==> config.mk <==
export PLATFORM = sky130hd
export DESIGN_NAME = mac_pe_multimode
export DESIGN_NICKNAME = d
export VERILOG_FILES = /design/src/rtl/mac_pe_multimode.sv
export SDC_FILE = /design/constraint.sdc
export NUM_CORES = 1
export LEC_CHECK = 0
export CAP_MARGIN = 40
export CORE_MARGIN = 5
export CORE_UTILIZATION = 65
export DETAILED_ROUTE_END_ITERATION = 8
export PLACE_DENSITY = 0.87
export SETUP_SLACK_MARGIN = 0.02
export SLEW_MARGIN = 10
export SYNTH_ARGS = -nofsm -noshare
export SYNTH_HDL_FRONTEND = slang
export SYNTH_SLANG_ARGS = --single-unit
==> constraint.sdc <==
create_clock -name clk -period 16.2 [get_ports clk]
set_input_delay 2.43 -clock clk [delete_from_list [all_inputs] [get_ports clk]]
set_output_delay 2.43 -clock clk [all_outputs]
set_load 0.01 [all_outputs]
==> run_1/gates.png <==
(2 px per um)
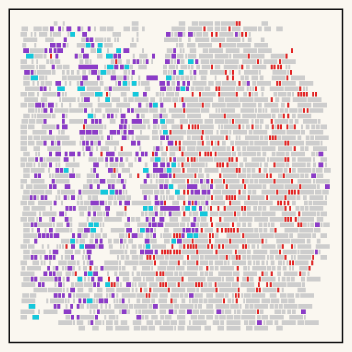
[non-inverting ao/oa cells] cyan | cells: 56
[inv cells] red | cells: 288
[aoi and oai cells] purple | cells: 336
most used logic cell in the final layout: sky130_fd_sc_hd__inv_1
count of placed standard cells in the final layout, fillers left out: 2,344
fraction of standard cell area in multi-input logic: 70.5%

==> run_1/clock_wires.png <==
(3 px per um)
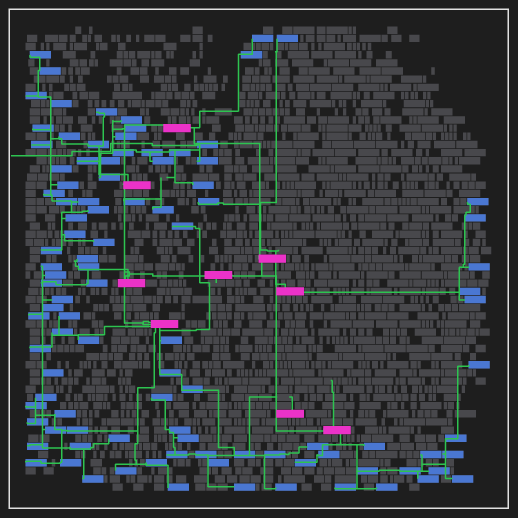
[clock-net drivers] magenta | count: 9
[clock wires] green | length: 1,830 um
[flip-flops] blue | count: 101
routed clock nets: 10
Clock net power: 0.000245 W
Layout Skew: 0.0111 ns
Clock power frac: 9.1%
insertion delay to the later sink of the worst-skew pair: 0.38 ns

==> run_1/port_trees.png <==
(3 px per um)
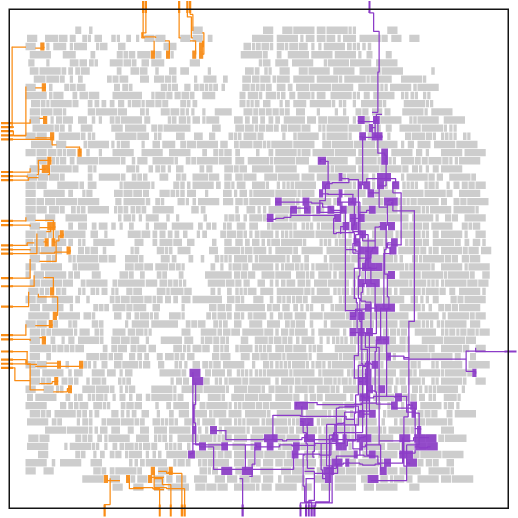
[psum_in] orange | direction: input | edge: 22 left, 5 bottom, 5 top | end cells: 32 | buffers: 32 | wire: 588 um
[w_data_in] purple | direction: input | edge: 6 bottom, 1 top, 1 right | end cells: 131 | buffers: 8 | wire: 1,920 um
I/O pin total: 122
count of port buffers added during placement: 121

==> flow_summary.ini, run 1 <==
; yosys + openroad results
[synth]
post_synth_xor_area_fraction_pct = 3.33
total_cells_reported_by_yosys_after_synthesis = 1958
postSynthCellCount = 1958
synth_flop_count = 101
topCombFamilyByArea = adder cells
yosysChipArea_um2 = 15800
synth-edff-count = 0
fp_nets = 2350
post_synthesis_cell_area_um2 = 15800
ys_warn_count = 0
synth.top_cells.by_area = sky130_fd_sc_hd__fa_1 (26%), sky130_fd_sc_hd__dfxtp_1 (13%), sky130_fd_sc_hd__ha_1 (9.7%)
synth_top_area_share_pct = 26.2
synth_top_cell_by_count = sky130_fd_sc_hd__inv_1
syn_avg_cell_area_um2 = 8.06
synth-adder-area-share_pct = 35.9
yosys_most_used_dff = sky130_fd_sc_hd__dfxtp_1
synth-simple-area-share_pct = 21.0
yosys.stat.seqShare_pct = 12.8
library_cells_used_by_synthesis = 73
ys_sh_aoi_pct = 16.3
synthArstFlopShare_pct = 0
common_cells = sky130_fd_sc_hd__inv_1 (287), sky130_fd_sc_hd__nand2_1 (248), sky130_fd_sc_hd__fa_1 (207)

[clock_tree]
deepest_clock_path_buffer_count = 2
clockRootBuffer = sky130_fd_sc_hd__clkbuf_16
cts_max_level = 3
post_cts_buffers = 0
tritoncts_clock_tree = done
number_of_cts_inserted_buffers = 9
post_cts_resized = 0

[worst_setup_path]
cpLargestDelayFamily = adder cells
cp-end-kind = register
critical_path.startpoint_type = input port
critPathMaxStageDelay_ns = 0.75
critical-path-top-cell-by-count = sky130_fd_sc_hd__a21oi_1
crit_path_arrival_time_ns = 10.38
cp_data_required_time_ns = 16.47
setup.reg_to_reg.worst_slack_ns = 8.15
timing.setup.critical_path_class = input port to register
worst-r2r-cell-count = 26
crit_slowest_cell = sky130_fd_sc_hd__clkdlybuf4s50_1
critical_path.max_fanout = 17

[power_and_ir_drop]
pg_seq_w = 0.000273
vdd.ir_drop.worst_mv = 0.248
total_power_w = 0.00269
cellPowerDensity_nw_per_um2 = 154
p_seq_share_pct = 10.2
internal_power_w = 0.00123
switching_share_pct = 54.5
share_of_total_power_in_combinational_logic_pct = 80.8
leakage_dissipation_nw = 8.21
power.combinational.total_w = 0.00217
top_power_group = combinational logic

[drt]
route.detailed.drc = 0
wl_met1_mm = 18.2
postRouteWirelength_mm = 45.1
topRoutingLayerUsed = met4
routed_via_density = 6.06
detail-route-antenna-nets = 0
per_cell_routed_wire_length_um = 19.2
met3_wirelength_mm = 3.78
dr.first_iter.drc_count = 1263
drt_first_pass_iters = 8

[sta]
rsz0062_at_grt = false
timing.final.setup_violations = 0
final_critical_path_setup_slack_ns = 6.09
number_of_slew_limit_violations_in_the_final_report = 0
timing_worst_slew_pin_value_ns = 0.921
slew_headroom_pct = 38.6
post-route-min-period_ns = 10.11
period_used_pct = 62.4

[final_layout]
area_dominant_class = combinational gates
drive_above_1_share_pct = 3.17
signed_area_change_from_the_synthesized_netlist_to_the_final_layout_pct = 11.1
clock_tree_area_fraction_pct = 1.80
nNetsFinal = 2407
n_sequential_cell = 101
layout.core_utilization_pct = 72.8
cell_area_after_layout_um2 = 17500
diodes = 0
seqAreaFraction_pct = 11.5
logic_gate_count = 1478
logic_area_um2 = 12400
layout.area.seq_um2 = 2020
nNonClkInverters = 288
clock_buffers = 9
buf_share_pct = 7.73

[global_route]
grt_overflow_total = 0
global_route_met3_usage_pct = 5.86
grt.met1_usage_pct = 43.5
grt_usage_pct = 32.9
globalRouteMet2Util_pct = 53.7
grt_pass1_vias = 14870
grt_antenna_before_repair = 0
grt_pass1_wl_mm = 75.2
pin_count_of_the_biggest_net_entering_global_routing = 71

[hold_path]
hold_path_depth = 2

[die]
fp_util_pct = 65.5
core_region_area_um2 = 24100
floorplan_die_width_um = 166
core.rowCount = 57
num_tap_cells = 324
die_h_um = 166
die_area_um2 = 27500

[placement]
post-dp-hpwl_mm = 34.6
dpl_worst_slack_ns = 5.85
place_congestion = 0.945
place_inst = 2328
post_dp_cell_area_um2 = 17200

[job]
number_of_warnings_the_tools_reported = 26
max_capacitance_violation_total = 0

[status]
outcome = completed
==> run_1/route_heat.png <==
(2 px per um) 33 x 33 tiles, from white (low) to dark blue (high), scaled to the fullest tile. Values are wire area over tile area, all layers added.
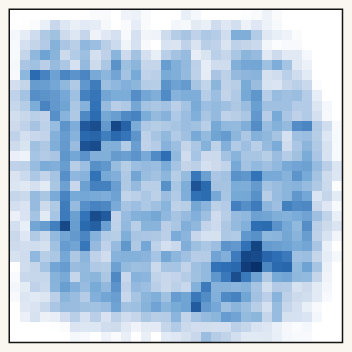

## Run 2: what changed since run 1
- CORE_UTILIZATION: 65 -> 56
- PLACE_DENSITY: 0.87 -> 0.8
- clock period: 16.2 -> 8.55 ns (I/O delays scaled with it)
==> run_2/route_heat.png <==
(2 px per um) 36 x 36 tiles, from white (low) to dark blue (high), scaled to the fullest tile. Values are wire area over tile area, all layers added.
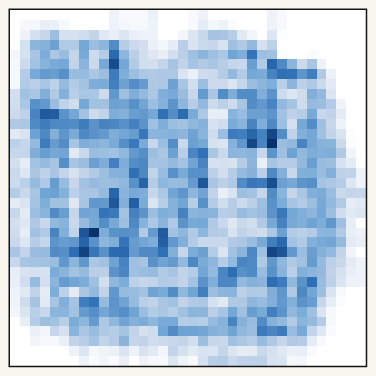
fullest tile: 0.73
mean over tiles: 0.25
tiles over half the peak: 23%
Total Wirelength: 47.3 mm
via count of the routed design: 14.3k
overall fraction of global-route tracks in use: 30.9%

==> run 2 against run 1 <==
Die area grew 15%; first-iteration DRC count down 21%; synthesized area unchanged; count of clock-buffer cells in the layout stayed put; utilization fell by 7.1 points; routed wire length is 4.8% higher; sequential share of layout area shrank 0.44 points; register-to-register slack got worse by 7.0 ns; combinational power up 110%.
==> flow_summary.ini, run 2 <==
; yosys + openroad results
[final_layout]
diodes = 0
drive_above_1_share_pct = 6.64
buf_share_pct = 10.8
logic_gate_count = 1478
seqAreaFraction_pct = 11.1
combAreaFraction_pct = 67.8
layout.core_utilization_pct = 65.7
nNonClkInverters = 288
area_dominant_class = combinational gates
n_sequential_cell = 101
clock_buffers = 9
logic_area_um2 = 12400
cell_area_after_layout_um2 = 18200
layout.area.seq_um2 = 2020

[clock_tree]
cts_max_level = 3
tritoncts_clock_tree = done
post_cts_resized = 0

[status]
outcome = completed

[global_route]
grt.met1_usage_pct = 40.1
globalRouteMet2Util_pct = 51.4
pin_count_of_the_biggest_net_entering_global_routing = 71
grt_overflow_total = 0
grt_pass1_wl_mm = 77.7

[power_and_ir_drop]
share_of_total_power_in_combinational_logic_pct = 81.8
pg_seq_w = 0.000519
leakage_dissipation_nw = 8.63
internal_power_w = 0.00262
vdd.ir_drop.worst_mv = 0.290
power.combinational.total_w = 0.00448
total_power_w = 0.00548

[die]
die_h_um = 178
core.rowCount = 61
num_io_pins = 122
die_area_um2 = 31700
core_region_area_um2 = 27800
floorplan_die_width_um = 178
fp_util_pct = 56.8
num_tap_cells = 378

[drt]
topRoutingLayerUsed = met4
route.detailed.drc = 0
dr.first_iter.drc_count = 1001
detail-route-antenna-nets = 0
per_cell_routed_wire_length_um = 19.1

[sta]
final_critical_path_setup_slack_ns = 0.445
timing_worst_slew_pin_value_ns = 0.848
timing.final.setup_violations = 0
slew_headroom_pct = 43.4
post-route-min-period_ns = 8.10

[worst_setup_path]
timing.setup.critical_path_class = input port to register
cp-end-kind = register
crit_slowest_cell = sky130_fd_sc_hd__clkdlybuf4s50_1
setup.reg_to_reg.worst_slack_ns = 1.13
crit_path_arrival_time_ns = 8.37
cp_data_required_time_ns = 8.81
cpLargestDelayFamily = adder cells
worst-r2r-cell-count = 26
critical_path.startpoint_type = input port

[synth]
total_cells_reported_by_yosys_after_synthesis = 1958
synth_top_cell_by_count = sky130_fd_sc_hd__inv_1
synth_flop_count = 101
ys_sh_aoi_pct = 16.3
synth-adder-area-share_pct = 35.9
synth.top_cells.by_area = sky130_fd_sc_hd__fa_1 (26%), sky130_fd_sc_hd__dfxtp_1 (13%), sky130_fd_sc_hd__ha_1 (9.7%)
post_synthesis_cell_area_um2 = 15800
ys_warn_count = 0
syn_avg_cell_area_um2 = 8.06
common_cells = sky130_fd_sc_hd__inv_1 (287), sky130_fd_sc_hd__nand2_1 (248), sky130_fd_sc_hd__fa_1 (207)
yosysChipArea_um2 = 15800
synth-edff-count = 0
synth-simple-area-share_pct = 21.0
library_cells_used_by_synthesis = 73
synthArstFlopShare_pct = 0

[placement]
place_inst = 2456
post-dp-hpwl_mm = 37.4
port-buffer-count = 121
post_dp_cell_area_um2 = 17900

[job]
max_capacitance_violation_total = 0

[hold_path]
hold_path_depth = 2
==> run_2/clock_wires.png <==
(3 px per um)
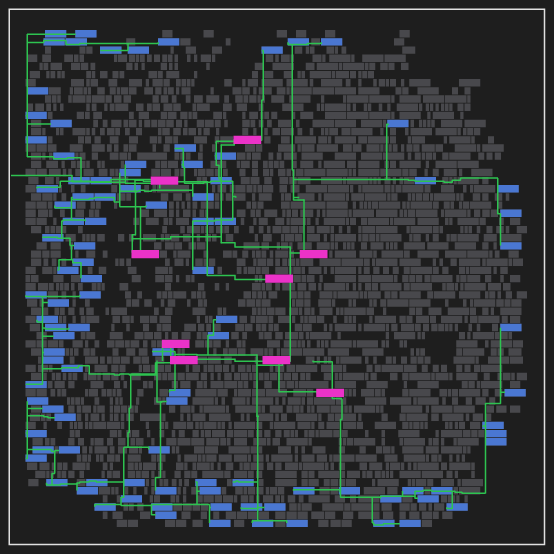
[clock-net drivers] magenta | count: 9
[flip-flops] blue | count: 101
[clock wires] green | length: 1,860 um
routed clock nets: 10
flops lie: spread over the die
Layout Skew: 0.0152 ns
Clock net power: 0.000481 W
insertion delay to the later sink of the worst-skew pair: 0.37 ns

Power is estimated from default activity; no workload was simulated.
